==> src/rtl/fetch_queue.sv <==
// Instruction buffer between fetch and decode. It absorbs decode stalls and
// drops every in-flight entry on an exception request or a control flush.
module fetch_queue #(
  parameter int DEPTH = 2
) (
  input  logic                     clk,
  input  logic                     reset,
  input  logic                     Req,
  input  logic                     flush,
  input  logic                     F_valid,
  input  logic [31:0]              F_PC,
  input  logic [31:0]              F_Instr,
  input  logic                     F_AdEL,
  input  logic                     F_BD,
  output logic                     F_ready,
  input  logic                     D_ready,
  output logic                     D_valid,
  output logic [31:0]              D_PC,
  output logic [31:0]              D_Instr,
  output logic [4:0]               D_ExcCode,
  output logic                     D_BD,
  output logic [$clog2(DEPTH):0]   count
);
  localparam int PW = $clog2(DEPTH);
  localparam int CW = PW + 1;
  localparam logic [PW-1:0] P_ONE = PW'(1);
  localparam logic [CW-1:0] C_ONE = CW'(1);
  localparam logic [CW-1:0] C_FULL = CW'(DEPTH);

  typedef struct packed {
    logic [31:0] pc;
    logic [31:0] instr;
    logic        adel;
    logic        bd;
  } entry_t;

  entry_t        mem_q [DEPTH];
  entry_t        mem_d [DEPTH];
  logic [PW-1:0] wp_q, wp_d, rp_q, rp_d;
  logic [CW-1:0] count_q, count_d;
  logic          enq, deq;
  entry_t        head;

  // Ready and valid depend only on occupancy, so there is no D_ready -> F_ready path.
  assign F_ready = (count_q != C_FULL);
  assign D_valid = (count_q != '0);
  assign enq     = F_valid && F_ready;
  assign deq     = D_valid && D_ready;

  always_comb begin
    wp_d    = wp_q;
    rp_d    = rp_q;
    count_d = count_q;
    mem_d   = mem_q;
    if (Req || flush) begin
      wp_d    = '0;
      rp_d    = '0;
      count_d = '0;
    end else begin
      if (enq) begin
        mem_d[wp_q] = '{pc: F_PC, instr: F_Instr, adel: F_AdEL, bd: F_BD};
        wp_d        = wp_q + P_ONE;
      end
      if (deq) rp_d = rp_q + P_ONE;
      case ({enq, deq})
        2'b10:   count_d = count_q + C_ONE;
        2'b01:   count_d = count_q - C_ONE;
        default: count_d = count_q;
      endcase
    end
  end

  always_ff @(posedge clk) begin
    if (reset) begin
      wp_q    <= '0;
      rp_q    <= '0;
      count_q <= '0;
    end else begin
      wp_q    <= wp_d;
      rp_q    <= rp_d;
      count_q <= count_d;
    end
  end

  // Storage needs no reset: outputs are masked while the queue is empty.
  always_ff @(posedge clk) begin
    mem_q <= mem_d;
  end

  // An AdEL head keeps its PC for EPC but is presented as a nop.
  always_comb begin
    head      = mem_q[rp_q];
    D_PC      = '0;
    D_Instr   = '0;
    D_ExcCode = '0;
    D_BD      = 1'b0;
    if (D_valid) begin
      D_PC      = head.pc;
      D_Instr   = head.adel ? 32'd0 : head.instr;
      D_ExcCode = head.adel ? 5'd4 : 5'd0;
      D_BD      = head.bd;
    end
  end

  assign count = count_q;
endmodule

==> config.mk <==
export PLATFORM = sky130hd
export DESIGN_NAME = fetch_queue
export DESIGN_NICKNAME = d
export VERILOG_FILES = /design/src/rtl/fetch_queue.sv
export SDC_FILE = /design/constraint.sdc
export NUM_CORES = 1
export LEC_CHECK = 0
export CORE_UTILIZATION = 45
export CTS_CLUSTER_DIAMETER = 200
export DETAILED_ROUTE_END_ITERATION = 12
export GPL_ROUTABILITY_DRIVEN = 0
export PLACE_DENSITY_LB_ADDON = 0.15
export SETUP_SLACK_MARGIN = 0.02
export SYNTH_ARGS = -nofsm -noshare
export SYNTH_HDL_FRONTEND = slang
export SYNTH_SLANG_ARGS = --single-unit
==> constraint.sdc <==
create_clock -name clk -period 11.5 [get_ports clk]
set_clock_uncertainty 0.2 [all_clocks]
set_input_delay 2.3 -clock clk [delete_from_list [all_inputs] [get_ports clk]]
set_output_delay 2.3 -clock clk [all_outputs]
set_load 0.03 [all_outputs]
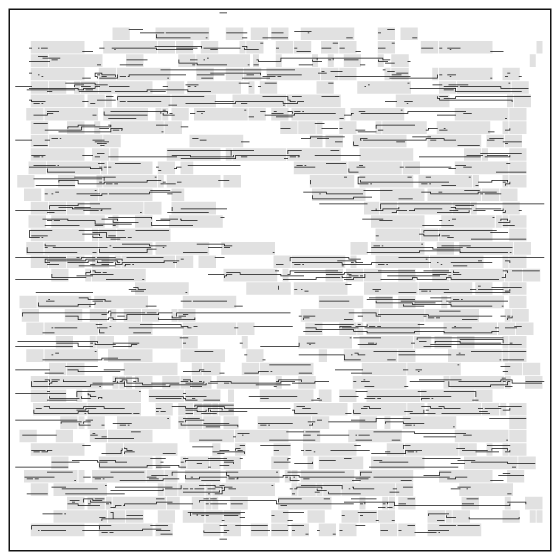
(images/m1.png)
main direction	horizontal
longest straight run	33.1 microns
share of all routed wire	42%
met1 global-route usage: 0.215
vias after detailed routing: 3040

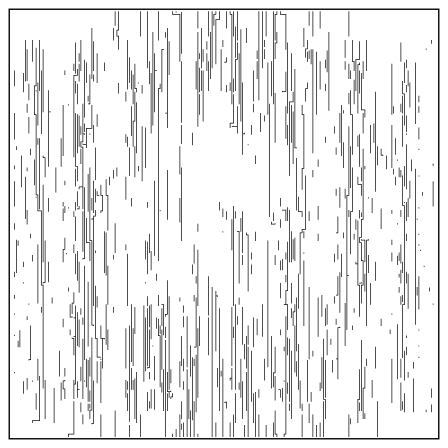
(images/m2.png)
main direction	vertical
nets with wire on the layer	470
share of all routed wire	49%
fraction of met2 tracks used by global routing: 0.292
sum of routed wire length over all layers: 10.1 mm

==> tab_implementation.tex <==
% Synthesis and place-and-route results
\begin{tabular}{lr}
\hline
Metric & Value \\
\hline
\multicolumn{2}{l}{\textbf{Clocking}} \\
Post-cts hold buffer count & 0 \\
CTS tree & yes \\
Post-CTS Setup Inserts & 0 \\
Reg clk slew, reported paths & 0.05 ns \\
Clock tree buffer depth & 2 \\
Total CTS buffers & 17 \\
Clock network latency to the later pin of the worst-skew pair & 0.40 ns \\
\multicolumn{2}{l}{\textbf{Setup path}} \\
CP max stage cell & nand2\_1 \\
Top Family by Delay on Critical Path & simple AND/OR/NAND/NOR gates \\
Crit path cell chain & nor2\_4, inv\_1, nand2\_1, nor2\_1, clkdlybuf4s50\_1 \\
Depth of the most critical reg-to-reg path & 5 \\
Worst reg2reg path startpoint & count[0]\$\_SDFFE\_PP0P\_ \\
Max stage delay on crit path & 0.78 ns \\
Required time of the worst setup path & 9.00 ns \\
Timing startpoint of the critical path & count[0]\$\_SDFFE\_PP0P\_ \\
Instance count on the critical path & 5 \\
Type of the worst setup path & reg -> out \\
Critical path arrival & 3.18 ns \\
\multicolumn{2}{l}{\textbf{Synthesis}} \\
Gate Count Post-Synth & 311 \\
Post-synth regs & 136 \\
Avg Synthesized Cell Area & 16.7 sq um \\
Count of synthesis-stage warnings from yosys & 0 \\
Area leader, netlist & edfxtp\_1 \\
Largest family of logic cells by area & multiplexers \\
Area fraction in compound gates & 0.00481 \\
Area leader share & 0.762 \\
Post-synthesis adder-cell area fraction & 0.00240 \\
Share of the yosys chip area belonging to registers & 0.777 \\
Count of distinct cell types in the synthesized netlist & 20 \\
\multicolumn{2}{l}{\textbf{Drt}} \\
Vias per cell & 4.96 \\
Remaining number of nets flagged by the antenna check after routing & 0 \\
Wl on met1 & 4.29 mm \\
1st-iter DRT viols & 150 \\
\multicolumn{2}{l}{\textbf{Finish}} \\
Flop count & 136 \\
Clock buffers & 18 \\
Biggest area consumer among cell classes & sequential cells \\
Fraction of layout instances using a drive strength above 1 & 0.0782 \\
Area added between synthesis and finish & 41.0\% \\
Flop share of the area & 0.552 \\
Layout Nets & 534 \\
Inverter count of the layout excluding clock inverters & 4 \\
Top logic cell by instance count in the layout & clkdlybuf4s50\_1 \\
\multicolumn{2}{l}{\textbf{Pwr}} \\
Overall power of the completed layout & 1.15 mW \\
Power per unit of standard cell area & 157 nW/um\^{}2 \\
\multicolumn{2}{l}{\textbf{Run}} \\
Number of max-cap violations & 0 \\
OpenROAD warnings & 26 \\
\multicolumn{2}{l}{\textbf{Die}} \\
Core Util at FP & 0.472 \\
Die X-Extent & 110 microns \\
Tap Cells & 140 \\
Area of the chip & 12000 sq um \\
IO Pins & 146 \\
\multicolumn{2}{l}{\textbf{Global route}} \\
Met3 Usage GRT & 0.0539 \\
Global-route usage over all layers & 0.178 \\
Number of global-route vias before repair & 3141 \\
Antenna violations before repair & 0 \\
Sum of overflow across all layers after global routing & 0 \\
Global-route wire length before repair & 15.5 mm \\
\multicolumn{2}{l}{\textbf{Timing}} \\
Post-layout minimum cycle time & 5.68 ns \\
Maximum clock frequency & 0.176 GHz \\
Fin. Hold Viols & 0 \\
Unrepaired setup endpoints after global routing & no \\
Total negative setup slack & 0 ns \\
\multicolumn{2}{l}{\textbf{Hold path}} \\
Critical hold path startpoint & wp\_q\$\_SDFFE\_PP0P\_ \\
Cell count of the worst hold path & 2 \\
\multicolumn{2}{l}{\textbf{Place}} \\
HPWL after DPL & 6.20 mm \\
\multicolumn{2}{l}{\textbf{Run status}} \\
Result of the run & completed \\
\hline
\end{tabular}
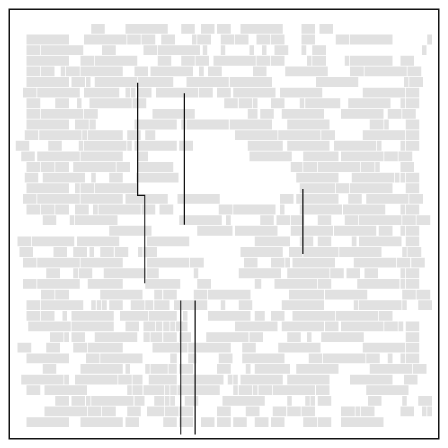
(images/m4.png)
share of all routed wire	1.7%
wire length on this layer	171 microns
main direction	vertical
longest straight run	34.0 microns
nets with wire on the layer	4

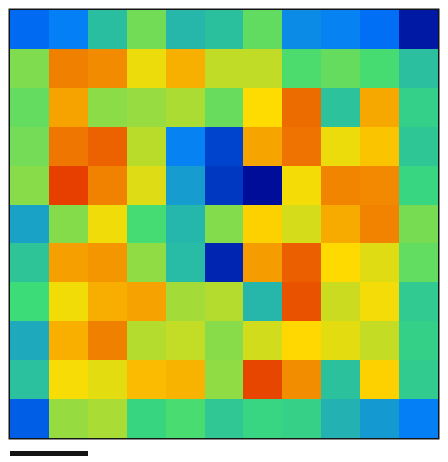
(images/util_map.png)
Bar = 20 microns. The die is cut into 11 by 11 equal tiles; dark blue is low, red is high, 0 to 100% covered.
fullest tile	93%
tiles over 75% full	28%
mean over tiles	60%

[where the power goes]
group	internal, mW	switching, mW
Combinational	0.0329	0.0298
Clock	0.338	0.197
Sequential	0.553	0.00237
Total	0.924	0.229
[synth_stat cells]
| cell | n |
|---|---|
| edfxtp_1 | 132 |
| nor2_1 | 68 |
| mux2i_1 | 66 |
| buf_4 | 9 |
| buf_2 | 6 |
| dfxtp_1 | 4 |
| inv_1 | 4 |
| clkbuf_1 | 3 |
| o21ai_0 | 3 |
| or3_1 | 3 |
| a21oi_1 | 2 |
| nand2_1 | 2 |
| xor2_1 | 2 |
| conb_1 | 1 |
| ha_1 | 1 |
| nor2_2 | 1 |
| nor2b_1 | 1 |
| nor4_1 | 1 |
| nor4b_1 | 1 |
| xnor2_1 | 1 |
Power is estimated from default activity; no workload was simulated.
